### src/rtl/pwconv_pkg.sv
// Shared state encoding and index-width helpers for the pointwise-conv accumulator sequencer.
package pwconv_pkg;

    typedef enum logic [1:0] {
        IDLE = 2'd0,
        ACC  = 2'd1,
        HOLD = 2'd2
    } state_t;

    localparam int STALL_W = 32;

    // Index width for a range of n values, never narrower than one bit.
    function automatic int idx_w(input int n);
        return (n <= 2) ? 1 : $clog2(n);
    endfunction

endpackage

### src/rtl/wrap_counter.sv
// Index counter 0..MAX that wraps to zero when incremented at MAX; clr has priority over inc.
module wrap_counter #(
    parameter int MAX = 1,
    parameter int W   = 1
) (
    input  logic         clk,
    input  logic         rst,
    input  logic         inc,
    input  logic         clr,
    output logic [W-1:0] value,
    output logic         at_max
);

    assign at_max = (value == W'(MAX));

    always_ff @(posedge clk or posedge rst) begin
        if (rst) begin
            value <= '0;
        end else if (clr) begin
            value <= '0;
        end else if (inc) begin
            value <= at_max ? '0 : value + W'(1);
        end
    end

endmodule

### src/rtl/pwconv_acc_ctrl.sv
// Loop-nest sequencer (pixel > out channel > input-channel pairs) driving accumulator flush/enable.
// Optional stall counter output under PWCONV_CTRL_PERF_EN.
module pwconv_acc_ctrl
    import pwconv_pkg::*;
#(
    parameter int CIN    = 32,
    parameter int COUT   = 64,
    parameter int NPIX   = 100,
    parameter int BEAT_W = idx_w(CIN / 2),
    parameter int OCH_W  = idx_w(COUT),
    parameter int PIX_W  = idx_w(NPIX)
) (
    input  logic             clk,
    input  logic             rst,
    input  logic             start,
    output logic             busy,
    output logic             done,
    input  logic             in_valid,
    output logic             in_ready,
    output logic             acc_flush,
    output logic             acc_en,
    output logic [OCH_W-1:0] bias_addr,
    output logic             out_valid,
    input  logic             out_ready,
    output logic [OCH_W-1:0] out_ch,
    output logic [PIX_W-1:0] out_pix
`ifdef PWCONV_CTRL_PERF_EN
    ,
    output logic [STALL_W-1:0] stall_cnt
`endif
);

    state_t state;

    logic [BEAT_W-1:0] beat_cnt;
    logic [OCH_W-1:0]  och;
    logic [PIX_W-1:0]  pix;
    logic beat_last, och_last, pix_last;
    logic beat, accept, start_acc;

    assign start_acc = (state == IDLE) & start;
    assign in_ready  = (state == ACC);
    assign out_valid = (state == HOLD);
    assign busy      = (state != IDLE);
    assign beat      = in_ready & in_valid;
    assign accept    = out_valid & out_ready;

    // The first beat of each output loads bias; the rest add onto it.
    assign acc_flush = beat & (beat_cnt == '0);
    assign acc_en    = beat & (beat_cnt != '0);
    assign done      = accept & och_last & pix_last;

    assign bias_addr = och;
    assign out_ch    = och;
    assign out_pix   = pix;

    wrap_counter #(.MAX(CIN / 2 - 1), .W(BEAT_W)) u_beat (
        .clk    (clk),
        .rst    (rst),
        .inc    (beat),
        .clr    (start_acc),
        .value  (beat_cnt),
        .at_max (beat_last)
    );

    wrap_counter #(.MAX(COUT - 1), .W(OCH_W)) u_och (
        .clk    (clk),
        .rst    (rst),
        .inc    (accept),
        .clr    (start_acc),
        .value  (och),
        .at_max (och_last)
    );

    wrap_counter #(.MAX(NPIX - 1), .W(PIX_W)) u_pix (
        .clk    (clk),
        .rst    (rst),
        .inc    (accept & och_last),
        .clr    (start_acc),
        .value  (pix),
        .at_max (pix_last)
    );

    always_ff @(posedge clk or posedge rst) begin
        if (rst) begin
            state <= IDLE;
        end else begin
            case (state)
                IDLE: if (start) state <= ACC;
                ACC:  if (beat && beat_last) state <= HOLD;
                HOLD: if (accept) state <= done ? IDLE : ACC;
                default: state <= IDLE;
            endcase
        end
    end

`ifdef PWCONV_CTRL_PERF_EN
    logic stall;

    assign stall = ((state == ACC) & ~in_valid) | ((state == HOLD) & ~out_ready);

    always_ff @(posedge clk or posedge rst) begin
        if (rst) begin
            stall_cnt <= '0;
        end else if (start_acc) begin
            stall_cnt <= '0;
        end else if (stall && (stall_cnt != '1)) begin
            stall_cnt <= stall_cnt + STALL_W'(1);
        end
    end
`endif

endmodule
### config.mk
export PLATFORM = sky130hd
export DESIGN_NAME = pwconv_acc_ctrl
export DESIGN_NICKNAME = d
export VERILOG_FILES = /design/src/rtl/pwconv_pkg.sv /design/src/rtl/wrap_counter.sv /design/src/rtl/pwconv_acc_ctrl.sv
export SDC_FILE = /design/constraint.sdc
export NUM_CORES = 1
export LEC_CHECK = 0
export CORE_MARGIN = 10
export CORE_UTILIZATION = 40
export CTS_CLUSTER_SIZE = 16
export DETAILED_ROUTE_END_ITERATION = 12
export PLACE_DENSITY = 0.68
export SETUP_SLACK_MARGIN = 0.2
export SLEW_MARGIN = 5
export SYNTH_ARGS = -nofsm -noshare
export SYNTH_HDL_FRONTEND = slang
export SYNTH_HIERARCHICAL = 1
export SYNTH_SLANG_ARGS = --single-unit
### constraint.sdc
create_clock -name clk -period 4.3 [get_ports clk]
set_input_delay 0.645 -clock clk [delete_from_list [all_inputs] [get_ports clk]]
set_output_delay 0.645 -clock clk [all_outputs]
set_load 0.1 [all_outputs]
### Routing congestion, run 1

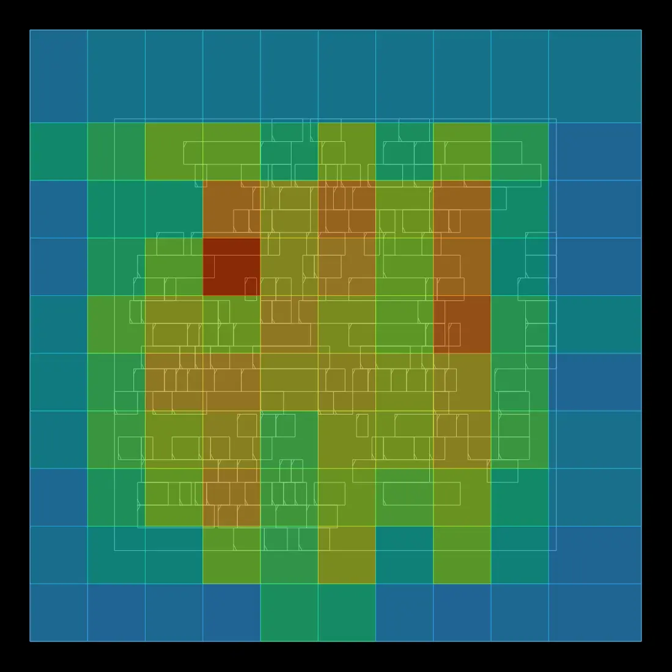
total global routing track utilization: 0.09909
Post-Route Utilization: 0.5227
routed wire length per instance: 14.80 µm
met1 Track Usage GR: 0.1175

### Signal metal coverage by tile, run 1

Bar = 20 µm. 15 x 15 tiles, from dark blue (low) to red (high), scaled to the fullest tile. Values are wire area over tile area, all layers added.
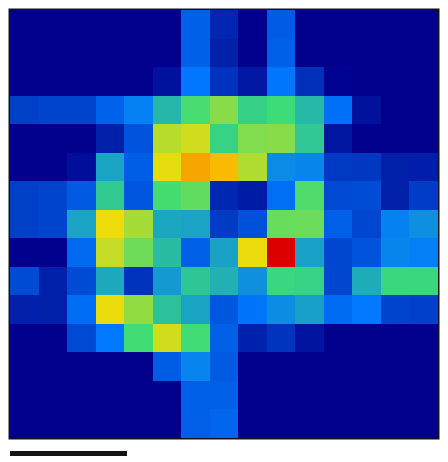
densest ninth of the die	centre
tiles over half the peak	12%
mean over tiles	0.080
fullest tile	0.44
nearly empty tiles	40%

### Cell classes on the final placement, run 1

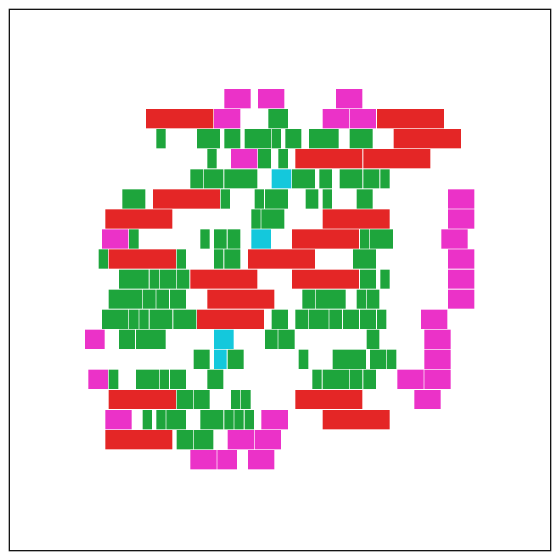
colour	class	cells	share of their area
red	flip-flops	19	34%
cyan	clock drivers and dummy loads	4	2.0%
green	all other logic	99	43%
magenta	other buffers and delay cells	29	20%

### Where the registers sit, run 1

Bar = 20 µm.
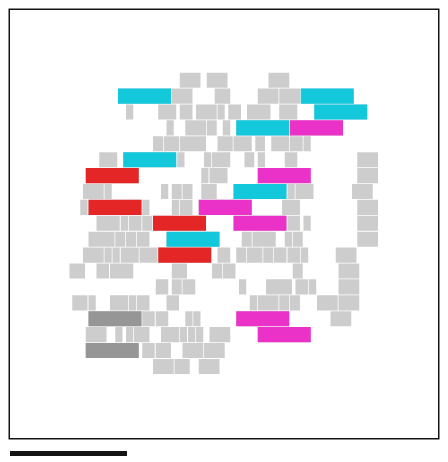
colour	netlist name	placed flops
magenta	u_och/value	6
red	u_beat/value	4
cyan	u_pix/value	7
not coloured	2
sequential fraction of total cell area: 0.3327
P_seq: 236 µW
area occupied by registers: 475.5 µm²

==> Table 3: Implementation characteristics, run 1 <==
Physical design parameters

Parameter                              Value

Timing
  Count of pins over their slew limit    0
  Count of final hold-check violations    0
  Worst hold margin    a little under 0.6 ns
  Slew at the pin with the worst max-slew slack    between 1 and 1.5 ns
  Crit path time final    2.842 ns
  Slew HR    0.2375
  Setup skew after layout    0.005152 ns
  Setup repair after global routing missed its margin    false

Pwr
  Pwr per Cell Area    392.5 mW/mm²
  Sequential power share    0.420
  Switching power summed over all nets    approximately 250 µW
  Switching Share    0.4509
  Combinational Power    approximately 240 µW
  Share of power burned in the clock network    0.159

Status
  Outcome    complete, no violations

Setup path
  Signal arrival time at the worst endpoint    between 2 and 2.5 ns
  Internal reg-to-reg setup slack    about 2.1 ns
  Critical path peak fanout    6
  Maximum cell stage delay along the critical path    roughly 1.2 ns
  Endpoint of the most critical register-to-register path    u_pix/value[5]
  Worst endpoint required time    roughly 3.7 ns
  Startpoint types    flip-flop
  Reg2Reg Depth    7
  CP bufs+invs    1
  Worst Path Class, Setup    flip-flop to output pin

Synthesis
  Top non-seq family    simple AND/OR/NAND/NOR gates
  Flip-flops with a built-in enable    0
  Post-synth area hogs    dfrtp_1 42%, buf_4 4.6%, a21oi_1 4.0%
  Synthesized flop and latch total    19
  Most numerous cell in the Yosys netlist    dfrtp_1
  FFs w/ async S/R, synth    1.000
  Yosys aoi share    0.1127
  Ranking of synthesized cells by instance count    19 x dfrtp_1, 12 x nand2_1, 12 x nor2_1
  Synth top area share    0.4199
  Post-synthesis sequential area ratio    0.4199
  Post-synthesis cell count from yosys    between 100 and 150
  Xor+xnor area frac    0.03867
  Unique masters post-synth    38
  Cell count after synthesis    roughly 130
  Yosys warning count    6

Floorplan
  Overall die width    around 73 µm
  Die Size    ~0.0054 mm²
  Initial Util    0.4142
  Vertical die dimension    about 73 µm
  Taps Inserted    31
  Std-Cell Core Area    0.002734 mm²
  Io pins    30

Cells and area
  Logic area    570.5 µm²
  Most common logic cell in the routed design    clkdlybuf4s50_1
  Number of logic inverters in the finished layout    9
  Top cell category    logic gates
  Number of flip-flops under the largest register name    7
  Diode insertion count for antenna repair    0
  Layout clock area frac    0.01926
  Commonest cells after routing, fill and taps aside    26 x clkdlybuf4s50_1, 19 x dfrtp_1, 12 x nor2_1, 12 x nand2_1, 9 x a21oi_1
  Share of the final layout cell area in multi-input gates    0.3993
  Register bank with the most flops    u_pix/value
  Buffers, non-clock    29

Drt
  Final wirelength    about 2.7 mm
  DRT Pass-1 Iters    4
  Average vias per placed instance    ~5.4
  Number of DRC markers in iteration 0    66
  Count of unresolved DRC violations after routing    0

GRT
  Antenna violations before repair    0
  Busiest layer in global routing    met2
  Number of global-route vias before repair    952
  Wire length of the first global-routing pass    roughly 4.4 mm
  GR Util met2    0.1652
  Grt met3 use    0.02993
  Gr ovfl total    0
  Maximum number of pins on one net before global-route repair    18

Job
  Count of maximum capacitance violations    0

CTS
  Num CTS Buffers    3
  Resized cells post-CTS    0
  Root Driver    clkbuf_4
  Post-CTS setup buffer count    0

Placement
  Worst slack at placement    ~1.8 ns
  Detailed Place HPWL    ~2.1 mm
  Placement Cell Area    approximately 0.0014 mm²
  Number of instances in the placed design    between 150 and 200
  Port-buffer cells    29

Worst hold path
  Hold Path Depth    1
  Type of the worst min-delay path    flip-flop to flip-flop
==> run 1: metal layers <==
layer / vias up / wire, µm
met4: 0 / 13
met2: 24 / 1319
li1: 485 / -
met1: 476 / 1190
met5: - / 0
met3: 2 / 170
==> run 1: how the worst max path moves through the flow <==
stage | start | slack [ns] | cells past startpoint | to
2_1_floorplan | state[0] | 0.86 | 2 | done
3_3_place_gp | state[0] | 1.81 | 2 | out_valid
3_5_place_dp | state[1] | 1.80 | 2 | out_valid
4_1_cts | state[1] | 1.44 | 2 | out_valid
5_1_grt | state[1] | 1.33 | 2 | out_valid
6_report | state[1] | 1.46 | 2 | out_valid
### Metal layers overlaid, run 1

Bar = 20 µm.
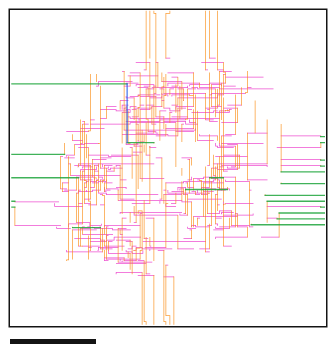

## Run 2: what changed since run 1
clock period = 2.67 ns   (was 4.3 ns; I/O delays follow)
### Metal layers overlaid, run 2

Bar = 20 µm.
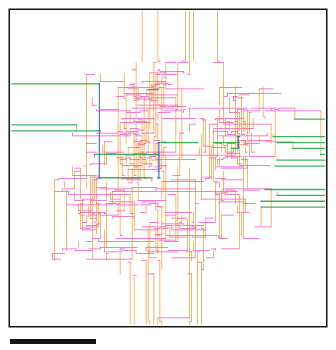
colour	layer	wire length
blue	met4	32.6 µm
orange	met2	1,330 µm
magenta	met1	1,070 µm
green	met3	216 µm

### Signal metal coverage by tile, run 2

Bar = 20 µm. 15 x 15 tiles, from dark blue (low) to red (high), scaled to the fullest tile. Values are wire area over tile area, all layers added.
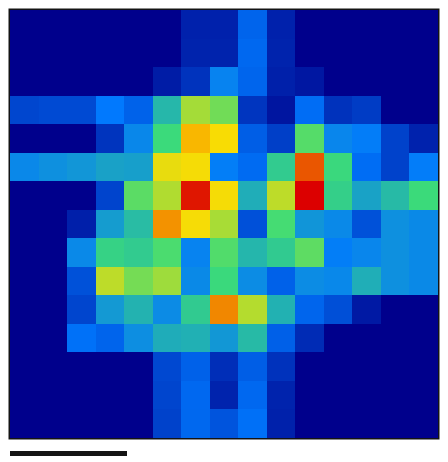
emptiest ninth of the die	south-east
mean over tiles	0.080
densest ninth of the die	centre
routed wire length per instance: 14.49 µm
total global routing track utilization: 0.1059
number of vias in the routed layout: 980
final wirelength: 2.652 mm

==> run 2 against run 1 <==
Effect of this change: synthesized cell count stayed put; utilization hardly changed; hold slack worse by 0.25 ns; global-route usage up 0.68 points; combinational power increased by 72%; final area barely moved; clock skew rose by 0.012 ns; count of clock-buffer cells in the layout unchanged; critical path depth increased by 4; via count decreased by 0.71%; critical path type unchanged; largest cell class unchanged; highest routed layer unchanged.
==> Table 3: Implementation characteristics, run 2 <==
Physical design parameters

Parameter                              Value

Status
  Outcome    complete, no violations (unchanged)

Setup path
  Critical path peak fanout    6 (unchanged)
  Reg2Reg Depth    7 (unchanged)
  CP bufs+invs    1 (unchanged)
  Worst Path Class, Setup    flip-flop to output pin (unchanged)
  Signal arrival time at the worst endpoint    1.89 ns (was 2.20 ns)
  Logic depth of the worst path, buffers included    6 (was 2)

Drt
  Met1 wire length    1.069 mm (was 1.190 mm)
  Average vias per placed instance    5.355 (was 5.423)
  Highest layer used for signal routing    met4 (unchanged)
  Count of unresolved DRC violations after routing    0 (unchanged)
  Met3 WL post-DR    215 µm (was 170 µm)
  Routed length on met2    1.334 mm (was 1.319 mm)
  DRT Pass-1 Iters    5 (was 4)
  Number of DRC markers in iteration 0    34 (was 66)

Synthesis
  Most numerous cell in the Yosys netlist    dfrtp_1 (unchanged)
  Unique masters post-synth    38 (unchanged)
  Yosys aoi share    0.1127 (unchanged)
  Post-synthesis sequential area ratio    0.4199 (unchanged)
  Synth top area share    0.4199 (unchanged)
  Top non-seq family    simple AND/OR/NAND/NOR gates (unchanged)
  FFs w/ async S/R, synth    1.000 (unchanged)
  Yosys warning count    6 (unchanged)
  Synthesized flop and latch total    19 (unchanged)
  Post-synthesis cell count from yosys    125 (unchanged)
  Xor+xnor area frac    0.03867 (unchanged)
  Flip-flops with a built-in enable    0 (unchanged)
  Cell count after synthesis    125 (unchanged)
  Post-synth area hogs    dfrtp_1 42%, buf_4 4.6%, a21oi_1 4.0% (unchanged)

Floorplan
  Taps Inserted    31 (unchanged)
  Vertical die dimension    73.21 µm (unchanged)
  Overall die width    73.21 µm (unchanged)
  Io pins    30 (unchanged)
  Initial Util    0.4142 (unchanged)
  Die Size    0.005359 mm² (unchanged)
  Std-Cell Core Area    0.002734 mm² (unchanged)

GRT
  GR Util met2    0.1824 (was 0.1652)
  Wire length of the first global-routing pass    4.491 mm (was 4.409 mm)
  Gr ovfl total    0 (unchanged)
  Antenna violations before repair    0 (unchanged)
  Met1 Track Usage GR    0.1086 (was 0.1175)
  Number of global-route vias before repair    953 (was 952)
  Maximum number of pins on one net before global-route repair    18 (unchanged)
  Busiest layer in global routing    met2 (unchanged)

Placement
  Placement Cell Area    0.001403 mm² (was 0.001401 mm²)
  Detailed Place HPWL    2.034 mm (was 2.094 mm)
  Port-buffer cells    29 (unchanged)

Cells and area
  Post-Route Utilization    0.5231 (was 0.5227)
  Sequential fraction of total cell area    0.3360 (was 0.3327)
  Share of the final layout cell area in multi-input gates    0.4033 (was 0.3993)
  Most common logic cell in the routed design    buf_4 (was clkdlybuf4s50_1)
  Number of flip-flops under the largest register name    7 (unchanged)
  Buffers, non-clock    30 (was 29)
  Diode insertion count for antenna repair    0 (unchanged)
  Area occupied by registers    480.5 µm² (was 475.5 µm²)
  Logic area    576.8 µm² (was 570.5 µm²)
  Top cell category    logic gates (unchanged)
  Number of logic inverters in the finished layout    9 (unchanged)
  Commonest cells after routing, fill and taps aside    23 x buf_4, 15 x dfrtp_1, 12 x nand2_1, 11 x nor2_1, 9 x a21oi_1 (was 26 x clkdlybuf4s50_1, 19 x dfrtp_1, 12 x nor2_1, 12 x nand2_1, 9 x a21oi_1)

CTS
  Post-CTS setup buffer count    0 (unchanged)
  Root Driver    clkbuf_4 (unchanged)
  Resized cells post-CTS    0 (unchanged)
  Num CTS Buffers    3 (unchanged)

Timing
  Slew HR    0.8159 (was 0.2375)
  Count of final hold-check violations    0 (unchanged)
  Setup repair after global routing missed its margin    false (unchanged)
  Slew at the pin with the worst max-slew slack    0.2759 ns (was 1.140 ns)
  Worst hold margin    0.3328 ns (was 0.5861 ns)
  Setup skew after layout    0.01744 ns (was 0.005152 ns)

Worst hold path
  Type of the worst min-delay path    primary input to asynchronous set/reset pin (was flip-flop to flip-flop)

Pwr
  Pwr per Cell Area    653.9 mW/mm² (was 392.5 mW/mm²)
  Switching power summed over all nets    419.8 µW (was 252.9 µW)
  Switching Share    0.4489 (was 0.4509)

Job
  Count of maximum capacitance violations    0 (unchanged)
==> run 2: worst paths after layout <==
check	endpoint	slack, ns	startpoint
worst max-delay path	done	0.38	u_pix/value[0]
worst min-delay path	state[0]	0.33	rst
worst max register to register	u_pix/value[5]	0.59	u_och/value[0]
min in group clk	state[0]	0.54	state[1]
max in group asynchronous	u_pix/value[0]	1.99	rst
worst min register to register	state[0]	0.54	state[1]
==> run 2: power groups by stage <==
stage | sequential (mW) | clock (mW) | combinational [mW]
2_1_floorplan | 0.406 | 0 | 0.280
3_3_place_gp | 0.381 | 0 | 0.404
3_5_place_dp | 0.383 | 0 | 0.411
4_1_cts | 0.378 | 0.160 | 0.411
5_1_grt | 0.386 | 0.176 | 0.431
6_report | 0.378 | 0.152 | 0.405
### Routing congestion, run 2

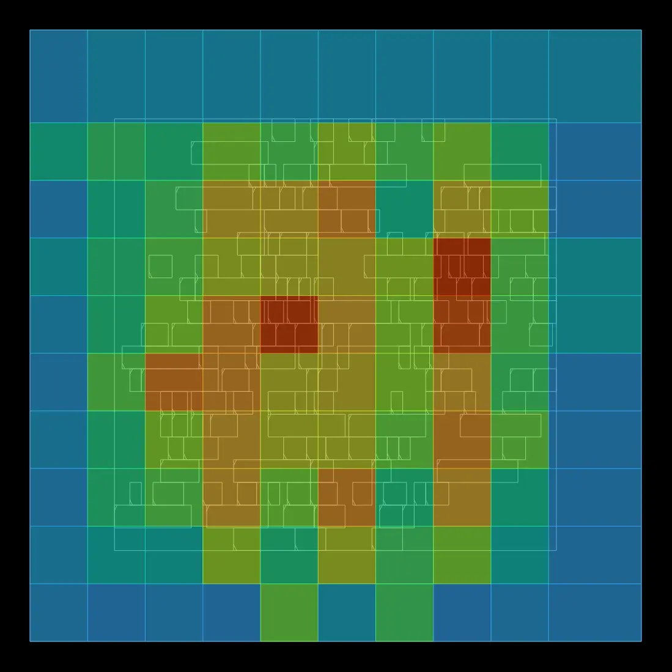

## Run 3: what changed since run 2
CORE_UTILIZATION = 47   (was 40)
PLACE_DENSITY = 0.78   (was 0.68)
SYNTH_HIERARCHICAL = unset   (was 1)
### Routing congestion, run 3

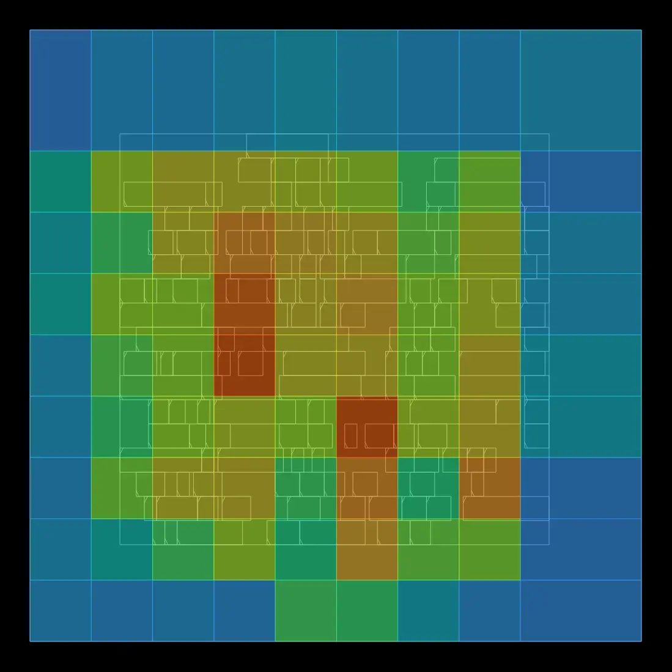
grt met3 use: 0.04348
met1 Track Usage GR: 0.1404
busiest layer in global routing: met2
GR Util met2: 0.1959
total global routing track utilization: 0.1166

==> run 3 against run 2 <==
Effect of this change: total power is 5.5% higher; final area is 1.6% lower; highest routed layer unchanged; worst setup slack hardly changed; critical path type unchanged; area after synthesis is 1.1% lower.
==> Table 3: Implementation characteristics, run 3 <==
Physical design parameters

Parameter                              Value

Setup path
  CP cell instances    nor4b_1, nor2b_1, and2_2, buf_12 (was ha_1, or2b_2, nor2_1, and2_1, and3_2, buf_12)
  Worst endpoint required time    2.27 ns (about the same)
  Crit-path leading delay family    simple AND/OR/NAND/NOR gates (unchanged)
  Worst Path Class, Setup    flip-flop to output pin (unchanged)
  Logic depth of the worst path, buffers included    4 (was 6)
  Reg2Reg Depth    6 (was 7)
  Startpoint types    flip-flop (unchanged)
  Maximum cell stage delay along the critical path    0.46 ns (was 0.43 ns)
  Category of the worst setup path capture point    output pin (unchanged)
  Signal arrival time at the worst endpoint    1.89 ns (about the same)
  CP bufs+invs    1 (unchanged)
  Critical path peak fanout    8 (was 6)
  Endpoint of the most critical register-to-register path    u_pix.value[5] (was u_pix/value[5])
  Last element of the critical path    done (unchanged)
  Internal reg-to-reg setup slack    0.90 ns (was 0.59 ns)
  Slowest stage cell, crit path    dfrtp_1 (was dfrtp_2)
  Crit. Startpoint    u_pix.value[2] (was u_pix/value[0])
  Critical register-to-register path startpoint    u_och.value[0] (was u_och/value[0])

CTS
  Clock Latency Late Sink    0.29 ns (was 0.31 ns)
  Number of sinks handled by clock tree synthesis    19 (unchanged)
  Root Driver    clkbuf_4 (unchanged)
  Clock transition at the register clock pins on the worst setup and hold paths after CTS    0.11 ns (was 0.13 ns)
  Hold Buf Count CTS    0 (unchanged)
  Max Root-Sink Buffers    2 (unchanged)
  Post-CTS setup buffer count    0 (unchanged)
  Clock tree from TritonCTS    yes (unchanged)
  Maximum level of the CTS H-tree    1 (unchanged)
  Resized cells post-CTS    0 (unchanged)
  Num CTS Buffers    3 (unchanged)

Timing
  Slew at the pin with the worst max-slew slack    0.7246 ns (was 0.2759 ns)
  Setup skew after layout    0.003086 ns (was 0.01744 ns)
  Final setup vio count    0 (unchanged)
  Final total negative setup slack    0 ns (unchanged)
  Top achievable clock speed    435.8 MHz (was 435.9 MHz)
  Crit path time final    2.295 ns (was 2.294 ns)
  Count of final hold-check violations    0 (unchanged)
  Slew HR    0.5164 (was 0.8159)
  Setup repair after global routing missed its margin    false (unchanged)
  Count of pins over their slew limit    0 (unchanged)
  Post-route worst setup slack    0.3754 ns (was 0.3757 ns)
  Ratio of final minimum period to clock period    0.8594 (was 0.8593)
  Worst hold margin    0.5129 ns (was 0.3328 ns)

Pwr
  Worst IR drop on VDD    0.7969 mV (was 0.5698 mV)
  Pwr per Cell Area    701.0 mW/mm² (was 653.9 mW/mm²)
  Leakage component of the power    0.6388 nW (was 0.6632 nW)
  Overall power    986.7 µW (was 935.2 µW)

Drt
  Met1 wire length    1.091 mm (was 1.069 mm)
  Average vias per placed instance    5.706 (was 5.355)
  Final wirelength    2.614 mm (was 2.652 mm)
  Met3 WL post-DR    208 µm (was 215 µm)
  DRT Pass-1 Iters    4 (was 5)
  Number of vias in the routed layout    970 (was 980)
  Residual antenna-violating net count after detailed routing    0 (unchanged)
  Count of unresolved DRC violations after routing    0 (unchanged)
  Number of DRC markers in iteration 0    14 (was 34)
  Routed wire length per instance    15.38 µm (was 14.49 µm)
  Routed length on met2    1.299 mm (was 1.334 mm)
  Highest layer used for signal routing    met4 (unchanged)

Synthesis
  Most numerous cell in the Yosys netlist    dfrtp_1 (unchanged)
  Cell count after synthesis    117 (was 125)
  Flip-flops with a built-in enable    0 (unchanged)
  FFs w/ async S/R, synth    1.000 (unchanged)
  Yosys aoi share    0.1676 (was 0.1127)
  Post-synthesis cell count from yosys    117 (was 125)
  Post-synthesis net count    126 (was 133)
  AND/OR/NAND/NOR Cells, Area Fraction    0.2570 (was 0.2917)
  Synth top area share    0.4246 (was 0.4199)
  Mux area share    0 (was 0.02762)
  Ranking of synthesized cells by instance count    19 x dfrtp_1, 8 x nand2_1, 7 x a21oi_1, 7 x nor2_1, 7 x o21ai_0 (was 19 x dfrtp_1, 12 x nand2_1, 12 x nor2_1)
  Dominant flop cell    dfrtp_1 (unchanged)
  Synthesis area per yosys    0.001120 mm² (was 0.001132 mm²)
  Xor+xnor area frac    0.03128 (was 0.03867)
  Cell type with the largest total area after synthesis    dfrtp_1 (unchanged)
  Fraction of the mapped netlist area in adder cells    0.04469 (was 0.03315)
  Top non-seq family    simple AND/OR/NAND/NOR gates (unchanged)
  Unique masters post-synth    39 (was 38)
  Post-synthesis sequential area ratio    0.4246 (was 0.4199)
  Post-synthesis area per instance    9.571 µm² (was 9.059 µm²)
  Mapped Area    0.001120 mm² (was 0.001132 mm²)
  Synthesized flop and latch total    19 (unchanged)
  Post-synth area hogs    dfrtp_1 42%, ha_1 4.5%, buf_4 4.0% (was dfrtp_1 42%, buf_4 4.6%, a21oi_1 4.0%)
  Yosys warning count    0 (was 6)

Placement
  Port-buffer cells    29 (unchanged)
  Placement Cell Area    0.001380 mm² (was 0.001403 mm²)
  Number of instances in the placed design    166 (was 179)
  Worst slack at placement    0.5028 ns (was 0.6312 ns)
  Gpl congestion    0.8196 (was 0.8170)
  Detailed Place HPWL    2.031 mm (was 2.034 mm)

Cells and area
  Number of nets in the final layout    152 (was 161)
  Layout clock area frac    0.01956 (was 0.01925)
  Area growth from synthesis to layout    25.70% (was 26.30%)
  Top cell category    logic gates (unchanged)
  Tally of non-filler cells in the final layout    170 (was 183)
  Area occupied by registers    484.2 µm² (was 480.5 µm²)
  Buffers, non-clock    31 (was 30)
  Largest registers in the final layout    u_pix.value: 7 flops, u_och.value: 6 flops, u_beat.value: 4 flops (was u_pix/value: 7 flops, u_och/value: 6 flops, u_beat/value: 4 flops)
  Post-Route Utilization    0.6303 (was 0.5231)
  Ratio of cells with drive above 1 in the final layout    0.3169 (was 0.2961)
  Diode insertion count for antenna repair    0 (unchanged)
  Number of flip-flops under the largest register name    7 (unchanged)
  Fraction of area in non-clock buffers    0.1991 (was 0.1907)
  Multi-Input Combinational    84 (was 90)
  Sequential fraction of total cell area    0.3440 (was 0.3360)
  Number of logic inverters in the finished layout    4 (was 9)
  Sequential cell count of the final layout    19 (unchanged)
  Share of the final layout cell area in multi-input gates    0.4018 (was 0.4033)
  Logic area    565.5 µm² (was 576.8 µm²)
  Fillers    196 (was 259)
  CLK BUF    3 (unchanged)
  Register bank with the most flops    u_pix.value (was u_pix/value)
  Most common logic cell in the routed design    buf_4 (unchanged)
  Commonest cells after routing, fill and taps aside    24 x buf_4, 12 x dfrtp_1, 8 x nand2_1 (was 23 x buf_4, 15 x dfrtp_1, 12 x nand2_1, 11 x nor2_1, 9 x a21oi_1)

Floorplan
  Taps Inserted    28 (was 31)
  Die Size    0.004735 mm² (was 0.005359 mm²)
  Vertical die dimension    68.81 µm (was 73.21 µm)
  Io pins    30 (unchanged)
  Overall die width    68.81 µm (was 73.21 µm)
  Initial Util    0.5014 (was 0.4142)

GRT
  Maximum number of pins on one net before global-route repair    20 (was 18)
  Antenna violations before repair    0 (unchanged)
  Gr ovfl total    0 (unchanged)
  Wire length of the first global-routing pass    4.284 mm (was 4.491 mm)
  Number of global-route vias before repair    902 (was 953)

Worst hold path
  Type of the worst min-delay path    primary input to asynchronous set/reset pin (unchanged)

Status
  Outcome    complete, no violations (unchanged)

Job
  Count of maximum capacitance violations    0 (unchanged)
  Stage-log warning count    28 (was 26)
### Cell classes on the final placement, run 3

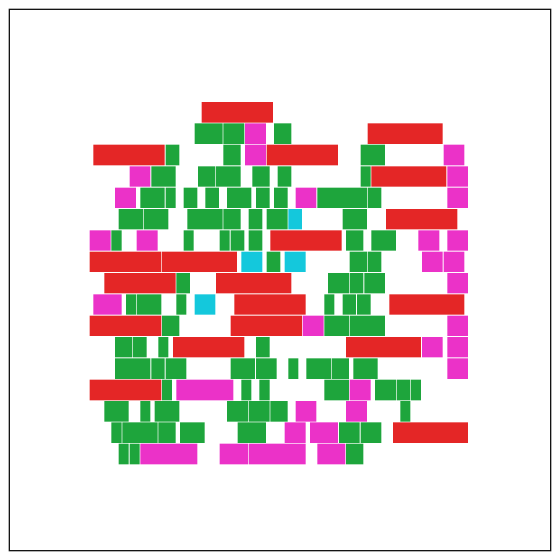
colour	class	cells	share of their area
green	all other logic	88	42%
cyan	clock drivers and dummy loads	4	2.0%
red	flip-flops	19	35%
magenta	other buffers and delay cells	31	20%
Rows: 17
Std-Cell Core Area: 0.002233 mm²
cell area after layout: 0.001408 mm²

-- run 3: cell count changes after synthesis, sizes merged, moves of 3 or more --
cell / previous run / this run
inv: 9 / 4
o21ai: 4 / 7
a21oi: 10 / 7
nand2: 12 / 8
nor2: 12 / 7
-- run 3: worst register-to-register path, stage by stage, from the launching register on --
cell,delay [ns]
dfrtp_2,0.45
ha_1,0.31
nand4b_1,0.17
nor2b_1,0.19
buf_4,0.19
a41oi_1,0.12
a311oi_1,0.26
-- run 3: report_power, final --
group / switching, mW / total, mW / leakage [nW] / internal [mW]
Clock: 0.0893 / 0.145 / 0.0177 / 0.0556
Sequential: 0.0517 / 0.376 / 0.244 / 0.324
Combinational: 0.318 / 0.466 / 0.377 / 0.148
Total: 0.459 / 0.987 / 0.639 / 0.528
No activity file was given, so power comes from the tool's default toggle rates.
